`config.mk`:
```
export PLATFORM = sky130hd
export DESIGN_NAME = fetch_ctrl
export DESIGN_NICKNAME = d
export VERILOG_FILES = /design/src/rtl/fetch_ctrl.sv
export SDC_FILE = /design/constraint.sdc
export NUM_CORES = 1
export LEC_CHECK = 0
export ABC_AREA = 1
export CORE_UTILIZATION = 31
export DETAILED_ROUTE_END_ITERATION = 7
export PLACE_DENSITY = 0.81
export SKIP_CTS_REPAIR_TIMING = 1
export SLEW_MARGIN = 20
export SYNTH_ARGS = -nofsm -noshare
export SYNTH_HDL_FRONTEND = slang
export SYNTH_SLANG_ARGS = --single-unit
export TNS_END_PERCENT = 1
```
`constraint.sdc`:
```
create_clock -name clk -period 1.5 [get_ports clk]
set_input_delay 0.3 -clock clk [delete_from_list [all_inputs] [get_ports clk]]
set_output_delay 0.3 -clock clk [all_outputs]
set_load 0.05 [all_outputs]
```
`src/rtl/fetch_ctrl.sv`:
```
// rtl/fetch_ctrl.sv - FETCH-stage PC sequencer with loader write port and debug halt
// Optional feature macro: FETCH_PERF_EN (RUN-cycle / stall / redirect counters).
`ifndef WORD
`define WORD 32
`endif

module fetch_ctrl #(
  parameter int                IMEM_POWER = 18,
  parameter logic [`WORD-1:0]  RESET_PC   = '0
) (
  input  logic                  clk,
  input  logic                  reset,
  input  logic                  load_valid,
  input  logic [IMEM_POWER-1:0] load_addr,
  input  logic [`WORD-1:0]      load_data,
  input  logic                  load_done,
  output logic                  load_ready,
  output logic                  imem_we,
  output logic [IMEM_POWER-1:0] imem_waddr,
  output logic [`WORD-1:0]      imem_wdata,
  input  logic                  stallF,
  input  logic                  redirect_valid,
  input  logic [`WORD-1:0]      redirect_pc,
  input  logic                  halt_req,
  input  logic                  resume,
  output logic [`WORD-1:0]      pcF,
  output logic                  pc_oob,
  output logic                  fetchreg_en,
  output logic                  fetchreg_flush,
  output logic [1:0]            state,
  output logic [31:0]           perf_cycles,
  output logic [31:0]           perf_stalls,
  output logic [31:0]           perf_redirects
);

  localparam logic [1:0] S_BOOT = 2'b00;
  localparam logic [1:0] S_RUN  = 2'b01;
  localparam logic [1:0] S_HALT = 2'b10;
  localparam logic [`WORD-1:0] ALIGN_MASK = {{(`WORD-2){1'b1}}, 2'b00};

  logic [1:0]       state_q, state_d;
  logic [`WORD-1:0] pc_q, pc_d;
  logic             in_run;

  always_ff @(posedge clk) begin
    if (reset) begin
      state_q <= S_BOOT;
      pc_q    <= RESET_PC;
    end else begin
      state_q <= state_d;
      pc_q    <= pc_d;
    end
  end

  always_comb begin
    state_d = state_q;
    case (state_q)
      S_RUN:   if (halt_req) state_d = S_HALT;
      S_HALT:  if (resume && !halt_req) state_d = S_RUN;
      default: state_d = load_done ? S_RUN : S_BOOT;  // 2'b11 treated as BOOT
    endcase
  end

  always_comb begin
    load_ready     = 1'b0;
    fetchreg_en    = 1'b1;
    fetchreg_flush = 1'b1;
    pc_d           = pc_q;
    in_run         = 1'b0;
    case (state_q)
      S_RUN: begin
        in_run = 1'b1;
        if (redirect_valid) begin
          pc_d = redirect_pc & ALIGN_MASK;
        end else if (stallF) begin
          fetchreg_en    = 1'b0;
          fetchreg_flush = 1'b0;
        end else begin
          pc_d           = pc_q + `WORD'd4;
          fetchreg_flush = pc_oob;
        end
      end
      S_HALT: ;
      default: begin
        load_ready  = 1'b1;
        fetchreg_en = 1'b0;
      end
    endcase
  end

  assign imem_we    = load_valid & load_ready;
  assign imem_waddr = load_addr;
  assign imem_wdata = load_data;
  assign pcF        = pc_q;
  assign pc_oob     = |pc_q[`WORD-1:IMEM_POWER+2];
  assign state      = state_q;

`ifdef FETCH_PERF_EN
  logic [31:0] cyc_q, stall_q, redir_q;

  always_ff @(posedge clk) begin
    if (reset) begin
      cyc_q   <= '0;
      stall_q <= '0;
      redir_q <= '0;
    end else if (in_run) begin
      cyc_q <= cyc_q + 32'd1;
      if (redirect_valid)  redir_q <= redir_q + 32'd1;
      else if (stallF)     stall_q <= stall_q + 32'd1;
    end
  end

  assign perf_cycles    = cyc_q;
  assign perf_stalls    = stall_q;
  assign perf_redirects = redir_q;
`else
  assign perf_cycles    = '0;
  assign perf_stalls    = '0;
  assign perf_redirects = '0;
`endif

endmodule
```
==> results.sh <==
# flow metrics
export IMPL_power_net_switching_mw=2.55
export IMPL_setup_slack_ps=-255
export IMPL_slowest_stage="sky130_fd_sc_hd__dfxtp_2"
export IMPL_clkPwrFrac_pct=20.0
export IMPL_vdd_ir_drop_worst_mv=1.10
export IMPL_antenna_left=0
export IMPL_placement_io_buffers=74
export IMPL_synth_most_common_cell="sky130_fd_sc_hd__nand2_1"
export IMPL_skew_ps=5.84
export IMPL_r2r_start="state[1]$_SDFFE_PP0P_"
export IMPL_layout_top_cells="sky130_fd_sc_hd__nand2_1 (156), sky130_fd_sc_hd__conb_1 (98), sky130_fd_sc_hd__buf_4 (49), sky130_fd_sc_hd__nor2_1 (48), sky130_fd_sc_hd__buf_12 (41)"
export IMPL_firstDrtPassIters=5
export IMPL_yosys_warnings=0
export IMPL_fmax_mhz=570
export IMPL_area_growth_synth_to_final_pct=37.9
export IMPL_combAreaFraction_pct=44.2
export IMPL_placed_area_um2=4560
export IMPL_vias=3426
export IMPL_dp_slack_ps=-206
export IMPL_hpwlAfterDp_um=7470
export IMPL_register_area_um2=669
export IMPL_topRoutingLayerUsed="met4"
export IMPL_detail_route_wirelength_met1_um=3610
export IMPL_clock_latency_ps=280
export IMPL_layout_non_clock_inverters=38
export IMPL_violations="negative setup slack"
export IMPL_ys_ff=32
export IMPL_yosys_mux_area_fraction_pct=0
export IMPL_final_fill_count=1082
export IMPL_synth_adder_area_share_pct=1.06
export IMPL_timing_final_max_slew_violations=0
export IMPL_crit_start="pcF[28]$_SDFFE_PP0P_"
export IMPL_yosysCellCount=581
export IMPL_largest_register_ffs=30
export IMPL_logic_area_um2=2160
export IMPL_most_crowded_layer_after_global_routing="met2"
export IMPL_route_detailed_drc=0
export IMPL_worstHoldEndpoint="pcF[11]$_SDFFE_PP0P_"
export IMPL_setup_worst_path_end="fetchreg_flush"
export IMPL_rows=38
export IMPL_met2_length_um=4580
export IMPL_cts_sinks=32
export IMPL_regToRegEndpoint="pcF[20]$_SDFFE_PP0P_"
export IMPL_number_of_cts_inserted_buffers=5
export IMPL_pin_count=275
export IMPL_cp_data_required_time_ps=1200
export IMPL_cp_max_fo=2
export IMPL_outcome="finished, violations left"
export IMPL_vias_per_cell=4.33
export IMPL_warnings=31
export IMPL_fp_dieH_um=109
export IMPL_layout_nonclk_buf_share_pct=32.1
export IMPL_number_of_instances_in_the_synthesized_netlist=581
export IMPL_fin_crit_sh_pct=117
export IMPL_clock_buffer_count=6
export IMPL_fp_util_pct=32.3
export IMPL_design_final_nets=743
export IMPL_antenna_diode_count=0
export IMPL_report_final_setup_viol=5
export IMPL_switching_share_pct=45.7
export IMPL_synth_area_top_cells="sky130_fd_sc_hd__buf_4 (31%), sky130_fd_sc_hd__dfxtp_1 (18%), sky130_fd_sc_hd__nand2_1 (17%)"
export IMPL_die_area_um2=11900
export IMPL_globalplace_congestion=0.888
export IMPL_finalSetupTns_ps=-752
export IMPL_postSynthAreaPerCell_um2=6.10
export IMPL_num_multi_input_gates=445
export IMPL_yosys_area_share_simple_pct=33.1
export IMPL_power_frac_seq_pct=20.2
export IMPL_worstSetupPathType="reg -> out"
export IMPL_violation_count_after_the_first_detailed_routing_iteration=139
export IMPL_drt_wl_total_um=9500
export IMPL_clock_net_power_mw=1.11
export IMPL_compound_gate_portion_of_the_synthesized_area_pct=10.3
export IMPL_grt_antenna_before_repair=0
export IMPL_grt_remaining_overflow=0
export IMPL_maxCapViolations=0
export IMPL_timing_hold_ws_ps=505
export IMPL_reg2reg_slack_ps=0
export IMPL_core_area_um2=11000
export IMPL_synth_cellmix_xorXnorShare_pct=0.247
export IMPL_pwr_group_sequential_mw=1.13
export IMPL_grt_pass1_wl_um=14800
export IMPL_synth_yosys_seq_area_share_pct=18.1
export IMPL_synth_area_leader_cell="sky130_fd_sc_hd__buf_4"
export IMPL_top_cells_by_count="sky130_fd_sc_hd__nand2_1 (160), sky130_fd_sc_hd__buf_4 (148), sky130_fd_sc_hd__nor2_1 (64)"
export IMPL_critical_path_cell_chain="nor4_4 -> nand3_2 -> nand2_2 -> nand3_4 -> buf_12"
export IMPL_synthArstFlopShare_pct=0
export IMPL_worst_hold_path_num_cells=2
export IMPL_clock_cell_area_share_pct=3.33
export IMPL_syn_cell_area_um2=3550
export IMPL_worst_path_stages=5
export IMPL_place_inst=782
export IMPL_timing_hold_violations_final=0
export IMPL_critical_path_buf_inv_count=1
export IMPL_rsz0062_at_grt="true"
export IMPL_synthFlopType="sky130_fd_sc_hd__dfxtp_1"
export IMPL_met3_usage_pct=4.78
export IMPL_cts_tree="yes"
export IMPL_number_of_sequential_storage_elements=32
export IMPL_main_logic_family_after_synthesis="buffers and inverters"
export IMPL_hold_path_startpoint="pcF[11]$_SDFFE_PP0P_"
Figure 1. Floorplan with the power grid.
Scale: 4 px per um. Pins as bars on the die edge.
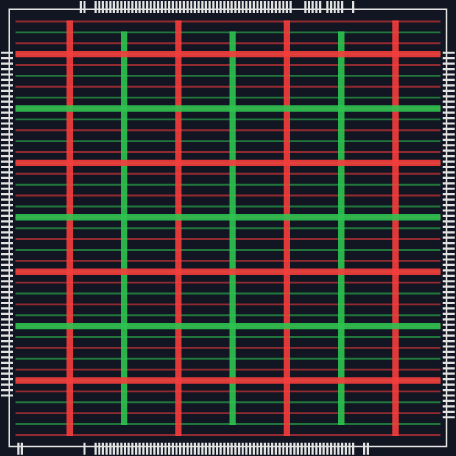
| net | color |
|---|---|
| VSS | red |
| VDD | green |
met4 straps: 7
met5 straps: 7

Figure 2. Routing congestion.
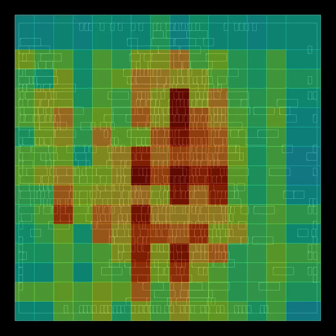
WL/cell: 12.0 um
global-route met2 utilization: 26.5%
met1 demand-to-capacity share in global routing: 18.5%

